==> src/rtl/usb_sync_fifo_if.sv <==
// usb_sync_fifo_if
//   Handshake/status bundle for usb_sync_fifo.
//   master : FIFO user (drives flush, wr_en, w_data, rd_en; observes the rest)
//   slave  : the FIFO itself
//   Signals: flush, wr_en, w_data, rd_en, r_data, r_valid, flag_full,
//            flag_empty, flag_afull, flag_aempty, level, overflow, underflow.
//   With USB_FIFO_STATS_EN defined, also carries wr_count, rd_count and
//   drop_count (32-bit wrapping counters).
interface usb_sync_fifo_if #(
  parameter int DATA_WIDTH = 8,
  parameter int DEPTH      = 16
);
  logic                    flush;
  logic                    wr_en;
  logic [DATA_WIDTH-1:0]   w_data;
  logic                    rd_en;
  logic [DATA_WIDTH-1:0]   r_data;
  logic                    r_valid;
  logic                    flag_full;
  logic                    flag_empty;
  logic                    flag_afull;
  logic                    flag_aempty;
  logic [$clog2(DEPTH):0]  level;
  logic                    overflow;
  logic                    underflow;
`ifdef USB_FIFO_STATS_EN
  logic [31:0]             wr_count;
  logic [31:0]             rd_count;
  logic [31:0]             drop_count;
`endif

  modport master (
    output flush, wr_en, w_data, rd_en,
    input  r_data, r_valid, flag_full, flag_empty, flag_afull, flag_aempty,
           level, overflow, underflow
`ifdef USB_FIFO_STATS_EN
    , input wr_count, rd_count, drop_count
`endif
  );

  modport slave (
    input  flush, wr_en, w_data, rd_en,
    output r_data, r_valid, flag_full, flag_empty, flag_afull, flag_aempty,
           level, overflow, underflow
`ifdef USB_FIFO_STATS_EN
    , output wr_count, rd_count, drop_count
`endif
  );
endinterface

==> src/rtl/usb_sync_fifo.sv <==
// usb_sync_fifo
//   Parametrised single-clock FIFO for USB hub packet / endpoint buffering.
//   Occupancy level, almost-full/almost-empty flags, sticky overflow and
//   underflow, synchronous flush, and registered or FWFT read mode.
// Ports
//   clk  : clock, rising edge
//   rst  : asynchronous reset, active high
//   bus  : usb_sync_fifo_if.slave (write/read handshake, data, flags, level)
// Optional feature
//   USB_FIFO_STATS_EN : adds wr_count / rd_count / drop_count on the bus
//   (accepted writes, accepted reads, rejected writes; cleared only by rst).
module usb_sync_fifo #(
  parameter int DATA_WIDTH    = 8,
  parameter int DEPTH         = 16,
  parameter int AFULL_THRESH  = DEPTH - 2,
  parameter int AEMPTY_THRESH = 2,
  parameter int FWFT          = 0
) (
  input  logic            clk,
  input  logic            rst,
  usb_sync_fifo_if.slave  bus
);

  localparam int AW = $clog2(DEPTH);
  localparam int LW = AW + 1;

  // Thresholds outside 0..DEPTH are pulled back into range.
  function automatic int clamp_thresh(input int t);
    if (t < 0)     return 0;
    if (t > DEPTH) return DEPTH;
    return t;
  endfunction

  localparam int AF_C = clamp_thresh(AFULL_THRESH);
  localparam int AE_C = clamp_thresh(AEMPTY_THRESH);

  localparam logic [LW-1:0] LVL_FULL = LW'(DEPTH);
  localparam logic [LW-1:0] LVL_AF   = LW'(AF_C);
  localparam logic [LW-1:0] LVL_AE   = LW'(AE_C);

  logic [DATA_WIDTH-1:0] mem [DEPTH];
  logic [AW-1:0]         wr_ptr;
  logic [AW-1:0]         rd_ptr;
  logic [LW-1:0]         level_q;
  logic                  overflow_q;
  logic                  underflow_q;

  logic full;
  logic empty;
  logic wr_acc;
  logic rd_acc;
  logic wr_rej;
  logic rd_rej;

  // Flags come from the registered level only.
  assign full  = (level_q == LVL_FULL);
  assign empty = (level_q == '0);

  assign bus.flag_full   = full;
  assign bus.flag_empty  = empty;
  assign bus.flag_afull  = (level_q >= LVL_AF);
  assign bus.flag_aempty = (level_q <= LVL_AE);
  assign bus.level       = level_q;
  assign bus.overflow    = overflow_q;
  assign bus.underflow   = underflow_q;

  // Flush masks both requests for the cycle it is asserted.
  always_comb begin
    wr_acc = 1'b0;
    rd_acc = 1'b0;
    wr_rej = 1'b0;
    rd_rej = 1'b0;
    if (!bus.flush) begin
      wr_acc = bus.wr_en && !full;
      rd_acc = bus.rd_en && !empty;
      wr_rej = bus.wr_en && full;
      rd_rej = bus.rd_en && empty;
    end
  end

  // Pointer / level / error state
  always_ff @(posedge clk or posedge rst) begin
    if (rst) begin
      wr_ptr      <= '0;
      rd_ptr      <= '0;
      level_q     <= '0;
      overflow_q  <= 1'b0;
      underflow_q <= 1'b0;
    end else if (bus.flush) begin
      wr_ptr      <= '0;
      rd_ptr      <= '0;
      level_q     <= '0;
      overflow_q  <= 1'b0;
      underflow_q <= 1'b0;
    end else begin
      // DEPTH is a power of two, so natural pointer overflow is the wrap.
      if (wr_acc) wr_ptr <= wr_ptr + AW'(1);
      if (rd_acc) rd_ptr <= rd_ptr + AW'(1);
      case ({wr_acc, rd_acc})
        2'b10:   level_q <= level_q + LW'(1);
        2'b01:   level_q <= level_q - LW'(1);
        default: level_q <= level_q;
      endcase
      if (wr_rej) overflow_q  <= 1'b1;
      if (rd_rej) underflow_q <= 1'b1;
    end
  end

  // Storage (not reset)
  always_ff @(posedge clk) begin
    if (wr_acc) mem[wr_ptr] <= bus.w_data;
  end

  generate
    if (FWFT != 0) begin : g_fwft
      // Head word is presented combinationally whenever the FIFO holds data.
      assign bus.r_data  = mem[rd_ptr];
      assign bus.r_valid = !empty;
    end else begin : g_reg
      logic [DATA_WIDTH-1:0] rdata_p1;
      logic                  vld_p1;

      // Read stage p1: one-cycle registered read, valid pulses once per pop
      always_ff @(posedge clk or posedge rst) begin
        if (rst) begin
          rdata_p1 <= '0;
          vld_p1   <= 1'b0;
        end else if (bus.flush) begin
          vld_p1   <= 1'b0;
        end else begin
          vld_p1 <= rd_acc;
          if (rd_acc) rdata_p1 <= mem[rd_ptr];
        end
      end

      assign bus.r_data  = rdata_p1;
      assign bus.r_valid = vld_p1;
    end
  endgenerate

`ifdef USB_FIFO_STATS_EN
  logic [31:0] wr_cnt_q;
  logic [31:0] rd_cnt_q;
  logic [31:0] drop_cnt_q;

  // Statistics survive flush; only rst clears them.
  always_ff @(posedge clk or posedge rst) begin
    if (rst) begin
      wr_cnt_q   <= '0;
      rd_cnt_q   <= '0;
      drop_cnt_q <= '0;
    end else begin
      if (wr_acc) wr_cnt_q   <= wr_cnt_q + 32'd1;
      if (rd_acc) rd_cnt_q   <= rd_cnt_q + 32'd1;
      if (wr_rej) drop_cnt_q <= drop_cnt_q + 32'd1;
    end
  end

  assign bus.wr_count   = wr_cnt_q;
  assign bus.rd_count   = rd_cnt_q;
  assign bus.drop_count = drop_cnt_q;
`endif

endmodule

==> src/flat_wrapper.sv <==
// flat-port wrapper written by rule: the top's interface ports become plain ports
module usb_sync_fifo_flat 
#(
  parameter int DATA_WIDTH    = 8,
  parameter int DEPTH         = 16,
  parameter int AFULL_THRESH  = DEPTH - 2,
  parameter int AEMPTY_THRESH = 2,
  parameter int FWFT          = 0
)
  (clk, rst, bus_flush, bus_wr_en, bus_w_data, bus_rd_en, bus_r_data, bus_r_valid, bus_flag_full, bus_flag_empty, bus_flag_afull, bus_flag_aempty, bus_level, bus_overflow, bus_underflow);
  usb_sync_fifo_if #(.DATA_WIDTH(DATA_WIDTH), .DEPTH(DEPTH)) bus_i ();
  input  logic clk;
  input  logic rst;
  input wire logic [$bits(bus_i.flush)-1:0] bus_flush;
  input wire logic [$bits(bus_i.wr_en)-1:0] bus_wr_en;
  input wire logic [$bits(bus_i.w_data)-1:0] bus_w_data;
  input wire logic [$bits(bus_i.rd_en)-1:0] bus_rd_en;
  output wire logic [$bits(bus_i.r_data)-1:0] bus_r_data;
  output wire logic [$bits(bus_i.r_valid)-1:0] bus_r_valid;
  output wire logic [$bits(bus_i.flag_full)-1:0] bus_flag_full;
  output wire logic [$bits(bus_i.flag_empty)-1:0] bus_flag_empty;
  output wire logic [$bits(bus_i.flag_afull)-1:0] bus_flag_afull;
  output wire logic [$bits(bus_i.flag_aempty)-1:0] bus_flag_aempty;
  output wire logic [$bits(bus_i.level)-1:0] bus_level;
  output wire logic [$bits(bus_i.overflow)-1:0] bus_overflow;
  output wire logic [$bits(bus_i.underflow)-1:0] bus_underflow;
  assign bus_i.flush = bus_flush;
  assign bus_i.wr_en = bus_wr_en;
  assign bus_i.w_data = bus_w_data;
  assign bus_i.rd_en = bus_rd_en;
  assign bus_r_data = bus_i.r_data;
  assign bus_r_valid = bus_i.r_valid;
  assign bus_flag_full = bus_i.flag_full;
  assign bus_flag_empty = bus_i.flag_empty;
  assign bus_flag_afull = bus_i.flag_afull;
  assign bus_flag_aempty = bus_i.flag_aempty;
  assign bus_level = bus_i.level;
  assign bus_overflow = bus_i.overflow;
  assign bus_underflow = bus_i.underflow;
  usb_sync_fifo #(.DATA_WIDTH(DATA_WIDTH), .DEPTH(DEPTH), .AFULL_THRESH(AFULL_THRESH), .AEMPTY_THRESH(AEMPTY_THRESH), .FWFT(FWFT)) u_core (.clk(clk), .rst(rst), .bus(bus_i));
endmodule
==> config.mk <==
export PLATFORM = sky130hd
export DESIGN_NAME = usb_sync_fifo_flat
export DESIGN_NICKNAME = d
export VERILOG_FILES = /design/src/rtl/usb_sync_fifo_if.sv /design/src/rtl/usb_sync_fifo.sv /design/src/flat_wrapper.sv
export SDC_FILE = /design/constraint.sdc
export NUM_CORES = 1
export LEC_CHECK = 0
export ABC_CLOCK_PERIOD_IN_PS = 4200
export CAP_MARGIN = 20
export CORE_AREA = 2 2 94 164
export DETAILED_ROUTE_END_ITERATION = 10
export DIE_AREA = 0 0 96 166
export HOLD_SLACK_MARGIN = 0.1
export REMOVE_ABC_BUFFERS = 1
export SLEW_MARGIN = 20
export SYNTH_ARGS = -nofsm -noshare
export SYNTH_HDL_FRONTEND = slang
export SYNTH_SLANG_ARGS = --single-unit
==> constraint.sdc <==
create_clock -name clk -period 4.2 [get_ports clk]
set_input_delay 0.84 -clock clk [delete_from_list [all_inputs] [get_ports clk]]
set_output_delay 0.84 -clock clk [all_outputs]
set_load 0.005 [all_outputs]
Fig. 1: run 1, met1 routing
Supply wires on this layer in gray.
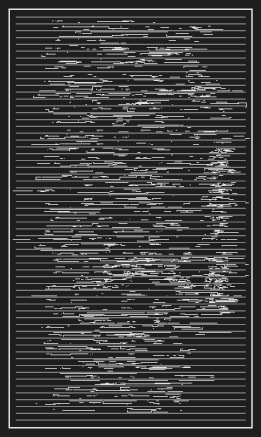
The layer carries 4,700 um of wire. The layer holds 38% of the routed length.

Fig. 2: run 1, clock routing
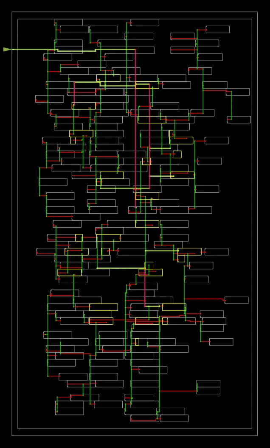
P_clk: 1.44 mW
# clock sinks: 152
Flops: 152
clock buf count: 18

Fig. 3: run 1, the metal 3 layer
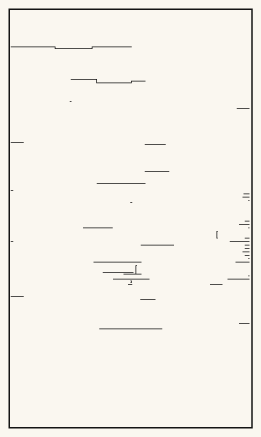
The longest straight run is 24.8 um. 33 nets have wire on it.

==> run 1: metrics by stage <==
stage / util, % / hold WS (ps) / setup slack [ps]
6_report: 51.7 / 509 / 990
3_5_place_dp: 47.9 / 502 / 634
3_3_place_gp: 47.9 / 501 / 725
4_1_cts: 51.7 / 523 / 1010
5_1_grt: 51.7 / 536 / 864
2_1_floorplan: - / 486 / 1500
==> run 1: worst min-delay path by stage <==
stage / end / startpoint / slack (ps)
after global routing: u_core.bus.r_data[5]$_DFFE_PP0P_ / u_core.bus.r_data[5]$_DFFE_PP0P_ / 540
after global placement: u_core.bus.r_data[1]$_DFFE_PP0P_ / u_core.bus.r_data[1]$_DFFE_PP0P_ / 500
after detailed placement: u_core.bus.r_data[2]$_DFFE_PP0P_ / u_core.bus.r_data[2]$_DFFE_PP0P_ / 500
after floorplan: u_core.bus.overflow$_DFFE_PP0P_ / u_core.bus.overflow$_DFFE_PP0P_ / 490
final: u_core.bus.underflow$_DFFE_PP0P_ / u_core.bus.underflow$_DFFE_PP0P_ / 510
after CTS: u_core.bus.r_data[5]$_DFFE_PP0P_ / u_core.bus.r_data[5]$_DFFE_PP0P_ / 520
==> run 1: cells by family after synthesis <==
kind of cell / Yosys count
xor+xnor: 9
simple gates: 65
fa+ha+maj: 7
compound gates: 25
mux: 54
flops: 152
buf+inv: 28
==> run 1: cell type report <==
type / instances / area [um2]
clock buffer: 18 / 429
clock inverter: 12 / 129
fill: 1191 / 7100
inverter: 5 / 18.8
multi-input combinational: 160 / 1850
sequential: 152 / 4450
tap: 183 / 229
timing repair buffer: 55 / 493
==> run 1: worst reg2reg max path, cell delays in order (launching register included) <==
cell and delay (ps):
dfrtp_1 560, nor4_4 580, mux2i_1 440, ha_1 360, nor4b_1 190, o21a_1 220
a311oi_1 300, a31oi_1 130
==> flow_summary.ini, run 1 <==
; generated from flow reports
[power]
p_clk_share_pct = 33.9
p_comb_share_pct = 21.6
power_leader = registers
p_sw_mw = 1.08
powerDensity_mw_per_mm2 = 559
switching_share_pct = 25.6
vdd_drop_max_mv = 0.223
pg_seq_mw = 1.89
p_int_mw = 3.16
seq_power_share_pct = 44.5
p_leak_nw = 2.62
pwr.group.combinational_uw = 917
fin_total_pwr_mw = 4.24

[floorplanning]
std_cell_rows = 59
die_w_um = 96
io-pin-count = 33
initCoreUtil_pct = 43.9
core_area_mm2 = 0.0147
fp.dieArea_mm2 = 0.0159
die_height_um = 166

[flow_run]
tool_warnings = 28
cap_violations = 0

[worst_setup_path]
crit_family = simple AND/OR/NAND/NOR gates
reg2reg_to = u_core.bus.level[3]$_DFFE_PP0P_
r2r_slack_ps = 1300
worst_setup_path_start_kind = primary input
critPathSlowestCell = clkdlybuf4s50_1
worst-path-buf-inv = 1
cp.depth = 8
reg2reg_depth = 7
crit_chain = clkdlybuf4s50_1, or3b_1, mux2i_1, ha_1, nor4b_1, o21a_1, a311oi_1, a31oi_1
arrival_ps = 3490
cp.required_ps = 4480
max_stage_delay_ps = 660
setup.worst_path.start = bus_wr_en
r2r_start = u_core.bus.level[1]$_DFFE_PP0P_
worstPathMaxFanout = 14
endpoint_kind = flop
critical_path_class = in -> reg
endpoint = u_core.bus.level[3]$_DFFE_PP0P_

[place]
dpl_cell_area_mm2 = 0.00704
port_buffers = 32
dp_cells = 555
place.gp.congestion = 0.724
hpwl_mm = 8.42

[sta]
setup_viol = 0
setup_tns_ps = 0
relSlewSlack_pct = 38.6
hold_viol = 0
fmax_mhz = 312
tightest_slew_ps = 920
clock_skew_ps = 13.3
report.final.slew_viol_count = 0
rsz0062_at_grt = false
period_minus_slack_ps = 3210
finalCritPeriodShare_pct = 76.4

[logic_synthesis]
netlist_area_mm2 = 0.00644
yosys_area_mm2 = 0.00644
synthCells = 340
async_flop_share_pct = 15.8
synth.avg_cell_area_um2 = 19.0
top_area_share_pct = 59.6
yosysWarnings = 0
fa_ha_area_share_pct = 1.36
yosysMostFrequentCell = edfxtp_1
ys_seq_share_pct = 69.0
simple_gate_share_pct = 4.97
numSynthFlops = 152
synth_cell_types = 49
largest_area_cell = edfxtp_1
mux_share_pct = 18.2
synth-xor-area-share_pct = 1.22
ys_cells = 340
edf_count = 128
top_cells_by_count = 128 x edfxtp_1, 32 x nor2_1, 24 x dfrtp_1, 24 x mux4_1, 16 x mux4_2
synth_top_flop_cell = edfxtp_1
synth.logic.top_family = multiplexers
synth.area.top_cells = edfxtp_1 60%, mux4_1 9.8%, dfrtp_1 9.3%
synth-compound-area-share_pct = 2.95

[grt]
grt_use_total_pct = 17.0
grt_first_pass_wirelength_mm = 19.6
grt_pass1_vias = 3495
gr-total-overflow = 0
antenna_found_initial = 0
grt.met3_usage_pct = 3.95
busiest_layer = met2
met1_usage_pct = 19.2
met2_usage_pct = 30.9
grt_max_degree = 35

[clock_network]
cts_hold_buf = 0
clock_latency_ps = 420
cts_tree = yes
cts-buffers-inserted = 17
cts_resized = 0
cts.htree.levels = 4
post_cts_buffers = 0
cts_root_buf = clkbuf_16
clock_path_buffers = 2
clk_pin_slew_worst_paths_ps = 60

[final_layout]
largest_reg_flops = 128
fin_cells = 585
diodes = 0
regMostFlops = u_core.mem
design_area_mm2 = 0.00759
lay_top_count = edfxtp_1
areaGrowthSynthToFinish_pct = 17.8
final_cell_mix = 128 x edfxtp_1, 32 x nor2_1, 32 x clkdlybuf4s50_1
nets = 411
layout-drive-gt1-share_pct = 20.1

[drt]
final_antenna_net_count = 0
top_layer = met4
routed_wl_mm = 12.5
drc = 0
vias = 3284
routed_via_density = 5.61
drtIter0Drc = 271
drtPass1Iterations = 4
met1_length_mm = 4.70
met3_length_um = 299
wl_per_cell_um = 21.3
route.met2.wl_mm = 7.35

[min_path]
min_delay_path_depth = 2
worst_hold_path_type = reg -> reg

[outcome]
status = completed
==> run 2: changes to the inputs <==
--- a/config.mk
+++ b/config.mk
@@ -5,7 +5,7 @@
 export SDC_FILE = /design/constraint.sdc
 export NUM_CORES = 1
 export LEC_CHECK = 0
-export ABC_CLOCK_PERIOD_IN_PS = 4200
+export ABC_CLOCK_PERIOD_IN_PS = 3100
 export CAP_MARGIN = 20
 export CORE_AREA = 2 2 94 164
 export DETAILED_ROUTE_END_ITERATION = 10
==> constraint.sdc (replaced) <==
create_clock -name clk -period 3.1 [get_ports clk]
set_input_delay 0.62 -clock clk [delete_from_list [all_inputs] [get_ports clk]]
set_output_delay 0.62 -clock clk [all_outputs]
set_load 0.005 [all_outputs]
Fig. 4: run 2, met1 routing
Supply wires on this layer in gray.
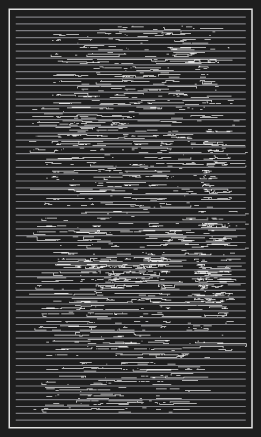
383 nets have wire on it. The longest straight run is 25.5 um.

Fig. 5: run 2, the metal 2 layer
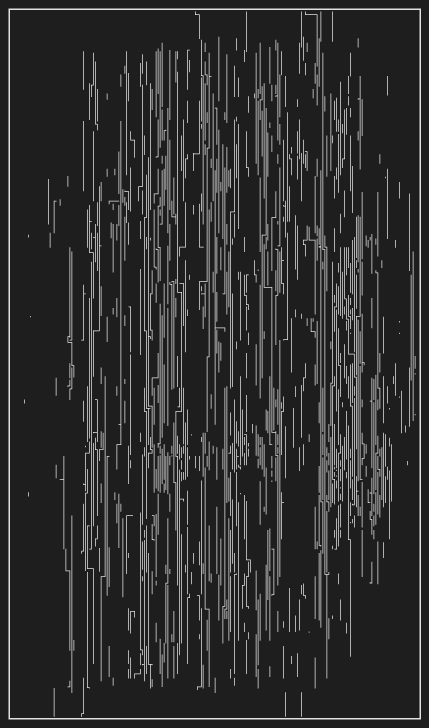
The layer carries 7,410 um of wire. The longest straight run is 77.7 um. 382 nets have wire on it.

Fig. 6: run 2, the metal 3 layer
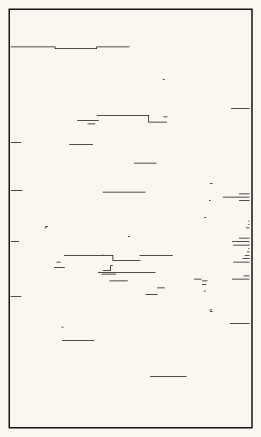
The wires run mostly horizontal. 39 nets have wire on it. The longest straight run is 22.5 um. The layer carries 348 um of wire.

==> run 2 against run 1 <==
- largest cell class unchanged
- critical path type is now reg -> out
- highest routed layer unchanged
- synthesized cell count unchanged
- utilization increased by 0.58 points
- sequential share of layout area decreased by 0.66 points
- largest power group unchanged
- cell count increased by 1.5%
- via count increased by 1.6%
==> flow_summary.ini, run 2 <==
; generated from flow reports
[logic_synthesis]
yosysMostFrequentCell = edfxtp_1
top_cells_by_count = 128 x edfxtp_1, 32 x nor2_1, 24 x dfrtp_1, 24 x mux4_1, 16 x mux4_2
top_area_share_pct = 59.6
yosysWarnings = 0
netlist_area_mm2 = 0.00644
synth_top_flop_cell = edfxtp_1
largest_area_cell = edfxtp_1
async_flop_share_pct = 15.8
edf_count = 128
synth_cell_types = 49
synth.avg_cell_area_um2 = 19.0
synth.area.top_cells = edfxtp_1 60%, mux4_1 9.8%, dfrtp_1 9.3%
yosys_area_mm2 = 0.00644
ys_seq_share_pct = 69.0

[floorplanning]
initCoreUtil_pct = 43.9
die_w_um = 96
io-pin-count = 33
die_height_um = 166
core_area_mm2 = 0.0147
std_cell_rows = 59

[sta]
fmax_mhz = 341
rsz0062_at_grt = false
report.final.slew_viol_count = 0
finalCritPeriodShare_pct = 94.6
relSlewSlack_pct = 39.5
setup_viol = 0
tightest_slew_ps = 902
setup_tns_ps = 0
period_minus_slack_ps = 2930

[grt]
grt_use_total_pct = 17.2
gr-total-overflow = 0
grt_first_pass_wirelength_mm = 19.9
grt_pass1_vias = 3540
antenna_found_initial = 0
grt_max_degree = 36

[final_layout]
clockBufferCount = 18
signal_buffers = 63
nets = 419
fillers = 1172
comb_area_share_pct = 24.1
layout-drive-gt1-share_pct = 21.4
seq_area_mm2 = 0.00445
dominant_cells = sequential cells
clock_area_share_pct = 7.45
design.seq.count = 152
seq_area_share_pct = 57.9
diodes = 0
final_cell_mix = 128 x edfxtp_1, 32 x nor2_1, 32 x clkdlybuf4s50_1
areaGrowthSynthToFinish_pct = 19.2
utilization_pct = 52.3
largest_reg_flops = 128
comb_cells = 160
fin_cells = 594
logic_area_mm2 = 0.00185
regMostFlops = u_core.mem

[clock_network]
clk_pin_slew_worst_paths_ps = 60
cts.htree.levels = 4
clock_latency_ps = 420
cts_hold_buf = 0
clock_path_buffers = 2
cts-buffers-inserted = 17
post_cts_buffers = 0
cts_root_buf = clkbuf_16

[power]
seq_power_share_pct = 42.4
p_int_mw = 4.35
powerDensity_mw_per_mm2 = 766
fin_total_pwr_mw = 5.88
p_comb_share_pct = 23.4
clock_net_power_mw = 2.01
switching_share_pct = 26.1
p_clk_share_pct = 34.2
p_leak_nw = 2.67
pwr.group.combinational_mw = 1.38
pg_seq_mw = 2.50
power_leader = registers
vdd_drop_max_mv = 0.394

[worst_setup_path]
cp.depth = 3
worstPathMaxFanout = 9
critical_path_class = reg -> out
worst_setup_path_start_kind = flop
reg2reg_depth = 7
endpoint_kind = primary output
crit_family = simple AND/OR/NAND/NOR gates
worst-path-buf-inv = 1
max_stage_delay_ps = 730

[place]
hpwl_mm = 8.66
dpl_cell_area_mm2 = 0.00711
dp_cells = 563
place.gp.congestion = 0.724

[drt]
vias = 3337
wl_per_cell_um = 21.5
routed_via_density = 5.62
drtIter0Drc = 180
drtPass1Iterations = 4

[min_path]
worst_hold_path_type = reg -> reg
min_delay_path_depth = 2

[flow_run]
tool_warnings = 28
cap_violations = 0

[outcome]
status = completed
-- run 2: cell types whose count changed in the layout (fill, tap and decap cells not counted) --
cell	previous run	this run
dfrtp_1	22	23
clkinv_1	1	3
buf_12	0	1
inv_8	0	1
inv_1	5	4
dfrtp_2	2	1
clkinv_4	3	1
buf_4	23	30
clkinv_2	3	1
inv_6	1	4
-- run 2: final timing paths --
kind | startpoint | endpoint | slack (ps)
setup / recovery | u_core.bus.level[0]$_DFFE_PP0P_ | bus_flag_full | 170
hold / removal | u_core.bus.overflow$_DFFE_PP0P_ | u_core.bus.overflow$_DFFE_PP0P_ | 500
setup reg to reg | u_core.bus.level[0]$_DFFE_PP0P_ | u_core.bus.level[3]$_DFFE_PP0P_ | 590
hold reg to reg | u_core.bus.overflow$_DFFE_PP0P_ | u_core.bus.overflow$_DFFE_PP0P_ | 500
max in group asynchronous | rst | u_core.rd_ptr[0]$_DFFE_PP0P_ | 2050
min in group asynchronous | rst | u_core.bus.underflow$_DFFE_PP0P_ | 590
-- run 2: logic make-up after synthesis --
logic type	count (synthesis)	share of synthesized area (%)
DFF	152	69.0
buffers and inverters	28	2.35
muxes	54	18.2
xor gates and xnor gates	9	1.22
adders and majority gates	7	1.36
AOI/OAI and AO/OA	25	2.95
and+or+nand+nor	65	4.97
-- run 2: per-layer routing --
| metal | up-vias | routed length, um | share of wire [%] | global-route usage (%) |
|---|---|---|---|---|
| met5 | - | 0 | 0 | 0 |
| met4 | 0 | 255 | 2.0 | 7.14 |
| met3 | 15 | 348 | 2.7 | 3.27 |
| met2 | 76 | 7410 | 58 | 31.1 |
| met1 | 1756 | 4750 | 37 | 19.2 |
| li1 | 1490 | - | - | - |
Power and IR drop assume default switching activity.
